[config.mk]
export PLATFORM = sky130hd
export DESIGN_NAME = scan_data_collector
export DESIGN_NICKNAME = d
export VERILOG_FILES = /design/src/rtl/scan_data_collector.sv
export SDC_FILE = /design/constraint.sdc
export NUM_CORES = 1
export LEC_CHECK = 0
export CAP_MARGIN = 10
export CELL_PAD_IN_SITES_DETAIL_PLACEMENT = 0
export CELL_PAD_IN_SITES_GLOBAL_PLACEMENT = 1
export CORE_UTILIZATION = 30
export CTS_CLUSTER_DIAMETER = 200
export DETAILED_ROUTE_END_ITERATION = 8
export PLACE_DENSITY_LB_ADDON = 0.1
export SYNTH_ARGS = -nofsm -noshare
export SYNTH_HDL_FRONTEND = slang
export SYNTH_SLANG_ARGS = --single-unit
export TNS_END_PERCENT = 100
[constraint.sdc]
create_clock -name clk -period 3.99 [get_ports clk]
set_clock_uncertainty 0.2 [all_clocks]
set_input_delay 0.5985 -clock clk [delete_from_list [all_inputs] [get_ports clk]]
set_output_delay 0.5985 -clock clk [all_outputs]
set_load 0.005 [all_outputs]
[src/rtl/scan_data_collector.sv]
// Collects data bursts from two scanners into a shared tagged FIFO and locks onto one burst at a time.
// Optional per-burst checksum built when SCAN_COLLECTOR_CKSUM_EN is defined; otherwise cksum reads 0.
module scan_data_collector #(
  parameter int unsigned DATA_W = 8,
  parameter int unsigned DEPTH  = 16,
  parameter int unsigned ADDR_W = 4
) (
  input  logic              clk,
  input  logic              reset,
  input  logic              s1_valid,
  input  logic [DATA_W-1:0] s1_data,
  input  logic              s1_last,
  output logic              s1_ready,
  input  logic              s2_valid,
  input  logic [DATA_W-1:0] s2_data,
  input  logic              s2_last,
  output logic              s2_ready,
  input  logic              rd_en,
  output logic [DATA_W-1:0] rd_data,
  output logic              rd_src,
  output logic              rd_last,
  output logic              empty,
  output logic              full,
  output logic [ADDR_W:0]   level,
  output logic              busy,
  output logic              burst_done,
  output logic [7:0]        cksum
);

  localparam int unsigned LVL_W = ADDR_W + 1;

  typedef enum logic [1:0] {ARB, LOCK1, LOCK2} state_e;

  typedef struct packed {
    logic              src;
    logic              last;
    logic [DATA_W-1:0] data;
  } entry_t;

  state_e            state_q, state_d;
  logic              prio_q, prio_d;
  logic              busy_q;
  logic              done_q;
  logic [ADDR_W-1:0] wr_ptr_q, rd_ptr_q;
  logic [LVL_W-1:0]  level_q, level_d;
  entry_t            mem_q [DEPTH];
  entry_t            head;
  entry_t            wr_entry;
  logic              wr_en, rd_fire;

  // Readies are decoded from the registered lock state and registered level.
  assign full     = (level_q == LVL_W'(DEPTH));
  assign empty    = (level_q == '0);
  assign s1_ready = (state_q == LOCK1) && !full;
  assign s2_ready = (state_q == LOCK2) && !full;

  assign wr_en         = (s1_valid && s1_ready) || (s2_valid && s2_ready);
  assign wr_entry.src  = (state_q == LOCK2);
  assign wr_entry.last = (state_q == LOCK2) ? s2_last : s1_last;
  assign wr_entry.data = (state_q == LOCK2) ? s2_data : s1_data;
  assign rd_fire       = rd_en && !empty;

  assign head       = mem_q[rd_ptr_q];
  assign rd_data    = head.data;
  assign rd_src     = head.src;
  assign rd_last    = head.last;
  assign level      = level_q;
  assign busy       = busy_q;
  assign burst_done = done_q;

  // Arbitration and burst lock; a last beat hands priority to the other scanner.
  always_comb begin
    state_d = state_q;
    prio_d  = prio_q;
    unique case (state_q)
      ARB: begin
        if (s1_valid && s2_valid) state_d = prio_q ? LOCK2 : LOCK1;
        else if (s1_valid)        state_d = LOCK1;
        else if (s2_valid)        state_d = LOCK2;
      end
      LOCK1, LOCK2: begin
        if (wr_en && wr_entry.last) begin
          state_d = ARB;
          prio_d  = (state_q == LOCK1);
        end
      end
      default: state_d = ARB;
    endcase
  end

  always_comb begin
    level_d = level_q;
    unique case ({wr_en, rd_fire})
      2'b10:   level_d = level_q + LVL_W'(1);
      2'b01:   level_d = level_q - LVL_W'(1);
      default: level_d = level_q;
    endcase
  end

  always_ff @(posedge clk or negedge reset) begin
    if (!reset) begin
      state_q  <= ARB;
      prio_q   <= 1'b0;
      busy_q   <= 1'b0;
      done_q   <= 1'b0;
      wr_ptr_q <= '0;
      rd_ptr_q <= '0;
      level_q  <= '0;
      for (int unsigned i = 0; i < DEPTH; i++) mem_q[i] <= '0;
    end else begin
      state_q <= state_d;
      prio_q  <= prio_d;
      busy_q  <= (state_d != ARB);
      done_q  <= wr_en && wr_entry.last;
      level_q <= level_d;
      if (wr_en) begin
        mem_q[wr_ptr_q] <= wr_entry;
        wr_ptr_q        <= wr_ptr_q + ADDR_W'(1);
      end
      if (rd_fire) rd_ptr_q <= rd_ptr_q + ADDR_W'(1);
    end
  end

`ifdef SCAN_COLLECTOR_CKSUM_EN
  logic [7:0] sum_q, sum_d;
  logic [7:0] cksum_q, cksum_d;

  // Running sum restarts when a new lock is taken; cksum captures it on the last beat.
  always_comb begin
    sum_d   = sum_q;
    cksum_d = cksum_q;
    if (state_q == ARB && state_d != ARB) sum_d = '0;
    else if (wr_en)                       sum_d = sum_q + 8'(wr_entry.data);
    if (wr_en && wr_entry.last)           cksum_d = sum_q + 8'(wr_entry.data);
  end

  always_ff @(posedge clk or negedge reset) begin
    if (!reset) begin
      sum_q   <= '0;
      cksum_q <= '0;
    end else begin
      sum_q   <= sum_d;
      cksum_q <= cksum_d;
    end
  end

  assign cksum = cksum_q;
`else
  assign cksum = '0;
`endif

endmodule

floorplan.png
Pins as bars on the die edge.
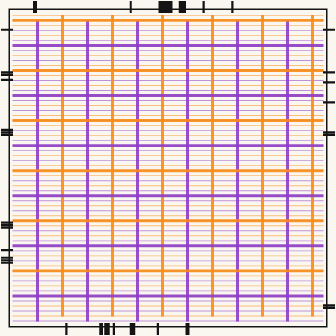
net	colour
VSS	purple
VDD	orange
rows	61
met5 straps	12
met1 rails	62
signal pins	52
CORE AREA: 0.0280 mm2
worst IR drop on VDD: 288 uV
die width: 172 um
Die Ht: 172 um

class_map.png
Bar = 50 um.
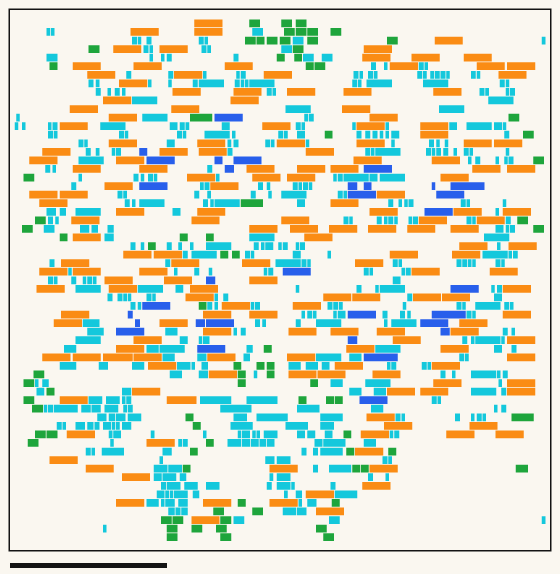
class	colour	cells	share of their area
clock drivers and dummy loads	blue	32	6.3%
registers	orange	178	47%
remaining buffers and delay cells	green	83	8.0%
remaining logic cells	cyan	509	39%
flop share of the area: 44.3%
post-route cell area: 0.0101 mm2
# rows: 61
Layout Utilization: 35.9%

==> GITHUB_STEP_SUMMARY <==
## Implementation flow summary

| Metric | Value |
|---|---|
| Status | `complete, no violations` |
| DP Worst Slack | `0.584 ns` |
| Startpoint type of the worst setup path | `register` |
| Arr. time, crit path | `around 2.9 ns` |
| Hold crit path type | `input pin to asynchronous set/reset pin` |
| Total number of vias | `5700` |
| Crit path DRT | `3.19 ns` |
| Worst path slowest cell | `dfrtp_2` |
| # fillers | `2782` |
| CTS tree | `built` |
| HPWL after DPL | `around 15000 um` |
| Crit Path Category | `register to primary output` |
| Sum Neg Setup Slack | `0 ns` |
| Synth warn | `0` |
| Number of max-cap violations | `0` |
| Final number of setup-violating endpoints | `0` |
| Cell Type Count | `52` |
| First-pass GRT wire length | `35200 um` |
| Final hold vios | `0` |
| PwrDens | `between 800 and 900 mW/mm2` |
| # DRC | `0` |
| WL per Instance | `18.8 um` |
| Synth Cell Area | `0.00862 mm2` |
| Clk_lat worst skew | `0.43 ns` |
| Final worst slack | `0.308 ns` |
| Post-synthesis async set-or-reset flop share | `100%` |
| GRT Resource Usage Total | `16.4%` |
| H-tree depth | `4` |
| Clk slew on worst S/H paths | `0.07 ns` |
| Largest stage delay, worst path | `0.68 ns` |
| Yosys Instances | `roughly 740` |
| Ant diodes | `0` |
| DRT Pass-1 Iters | `7` |
| Simple Share, Synth | `around 9.7%` |
| Final WL | `22100 um` |
| Number of buffers created by CTS | `17` |
| Share of cells above drive strength 1 | `19.7%` |
| RePlAce Congestion | `about 0.74` |
| Worst setup EP type | `primary output` |
| PortBufs | `43` |
| Init Core Util | `30.8%` |
| Die ar. | `0.0294 mm2` |
| Yosys reg bits | `178` |
| Ports | `52` |
| Worst slew pin tran | `0.878 ns` |
| CTS max path bufs | `2` |
| Period utilization | `between 90 and 100%` |
| Vias in the first global route | `between 6000 and 7000` |
| Layout Area Growth over Synthesis | `16.6%` |
| OpenROAD warning count | `32` |
| CTS Hold Buffers Added | `0` |
| Initial antenna violation count | `0` |
| Slew headroom | `41.4%` |
| RSZ-0062 raised after global routing | `false` |
| Ys flop type | `dfrtp_1` |
| CP max FO | `20` |
| XOR/XNOR Area Share | `0.914%` |
| Synthesized area per cell | `around 12 um2` |
| Fmax achieved | `0.272 GHz` |
| MUX area fraction | `14.0%` |
| Register share after synthesis | `51.7%` |
| Antenna viol nets, final | `0` |
| Syn Inst Count | `740` |
| DRT iter0 DRCs | `311` |
| Pleak | `roughly 4.2 nW` |
| Number of enable flip-flop cells | `0` |
| Yosys Chip Area | `0.00862 mm2` |
| CP Cell Sequence | `buf_12, mux4_2, a22oi_1, nand2_1, clkdlybuf4s50_1` |
| Slew Viols, Final | `0` |
| Vias per inst | `4.83` |
| Fin nets | `826` |
| Largest net degree at the start of global routing | `84` |
| Post_cts resized | `0` |
| Tmin final | `3.68 ns` |
| Post-CTS setup buffer count | `0` |
| Total gr overflow | `0` |
| Top logic family | `AND-OR/OR-AND gates` |
| Yosys adder share | `2.12%` |
clock_wires.png
Bar = 50 um.
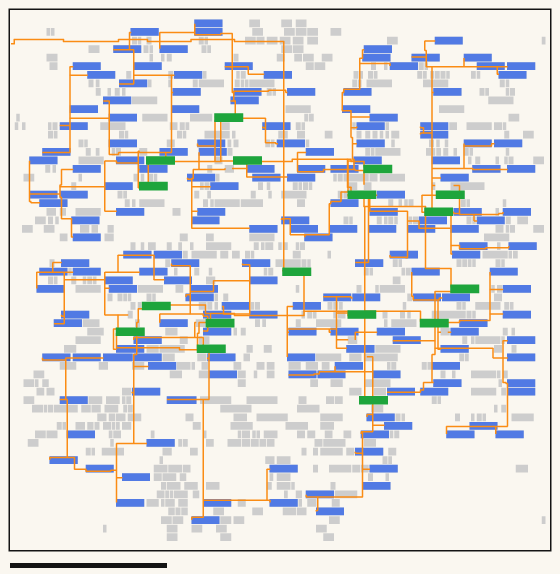
[clock-net drivers] green | count: 17
[flip-flops] blue | count: 178
[clock wires] orange | length: 2540 um
flops lie	widely spread

## kinds of logic after synthesis
kind of cell,count (synthesis)
adders and majority gates,14
muxes,67
other,1
xor gates and xnor gates,9
buffers and inverters,74
DFF,178
AOI/OAI and AO/OA,202
and+or+nand+nor,195
## Yosys cell counts (9+ instances only)
master / count / area, um2
mux2i_1: 9 / 90.1
ha_1: 13 / 163
buf_4: 14 / 105
a21oi_1: 144 / 721
nor2_1: 143 / 537
mux2_2: 14 / 158
dfrtp_1: 178 / 4450
buf_6: 16 / 180
clkbuf_1: 17 / 63.8
a22oi_1: 20 / 150
mux4_2: 40 / 901
nand2_1: 20 / 75.1
inv_1: 14 / 52.6
## metrics by stage
| step | util [%] | hold WS [ns] | instance area [um2] | power (mW) | instances |
|---|---|---|---|---|---|
| global route | 35.9 | 0.0742 | 10100 | 9.13 | 1180 |
| floorplan | - | 0.103 | 8650 | 5.59 | 747 |
| finish | 35.9 | 0.00962 | 10100 | 8.49 | 1180 |
| global placement | 33.7 | 0.269 | 9450 | 6.74 | 1148 |
| CTS | 35.9 | 0.0581 | 10100 | 8.61 | 1180 |
| detailed placement | 33.7 | 0.281 | 9450 | 6.83 | 1148 |
## flip-flops by register name (all words and copies together), names as in the netlist
register / count
burst_done: 1
busy: 1
level: 5
mem_q: 160
prio_q: 1
rd_ptr_q: 4
state_q: 2
wr_ptr_q: 4
## cells in the final DEF (no fill, tap or decap), types with 13 or more instances in the layout
cell / count
a21oi_1: 144
a22oi_1: 20
inv_1: 14
mux2_2: 14
buf_4: 37
mux4_2: 40
clkdlybuf4s50_1: 42
nand2_1: 20
ha_1: 13
clkbuf_16: 17
dfrtp_1: 176
nor2_1: 143
## cell type report
cell class	count	area, um2	area share (%)
tap	378	473	4.70
multi-input combinational	495	3700	36.8
inverter	14	52.6	0.523
clock buffer	18	429	4.27
timing repair buffer	83	769	7.65
sequential	178	4460	44.3
clock inverter	14	175	1.74
## worst paths after layout
path / start / to / slack, ns / cells after the start
min in group clk: mem_q[129]$_DFFE_PN0P_ / mem_q[129]$_DFFE_PN0P_ / 0.29 / 1
max reg2reg: level[1]$_DFFE_PN0P_ / level[4]$_DFFE_PN0P_ / 0.93 / 9
max in group asynchronous: reset / mem_q[108]$_DFFE_PN0P_ / 2.69 / 2
min: reset / mem_q[17]$_DFFE_PN0P_ / 0.01 / 1
max: rd_ptr_q[0]$_DFFE_PN0P_ / rd_data[4] / 0.31 / 5
min reg2reg: mem_q[129]$_DFFE_PN0P_ / mem_q[129]$_DFFE_PN0P_ / 0.29 / 1
## layer usage
metal / routed length, um / global-route usage, %
met4: 357 / 4.97
met5: 0 / 0
met1: 10200 / 22.2
met3: 873 / 3.38
met2: 10700 / 26.2
## power by group
group / leakage, nW / switching (mW) / total, mW / internal (mW)
combinational: 1.68 / 1.75 / 3.51 / 1.76
sequential: 2.23 / 0.608 / 3.23 / 2.62
clock: 0.288 / 0.759 / 1.75 / 0.995
## worst max-delay path: cells and delay by family (launching register included)
kind	cells	cell delay (ns)
AND/OR/NAND/NOR	1	0.10
buffers and inverters	2	0.73
AND-OR/OR-AND	1	0.42
multiplexers	1	0.52
flip-flops	1	0.68
Power is estimated from default activity; no workload was simulated.
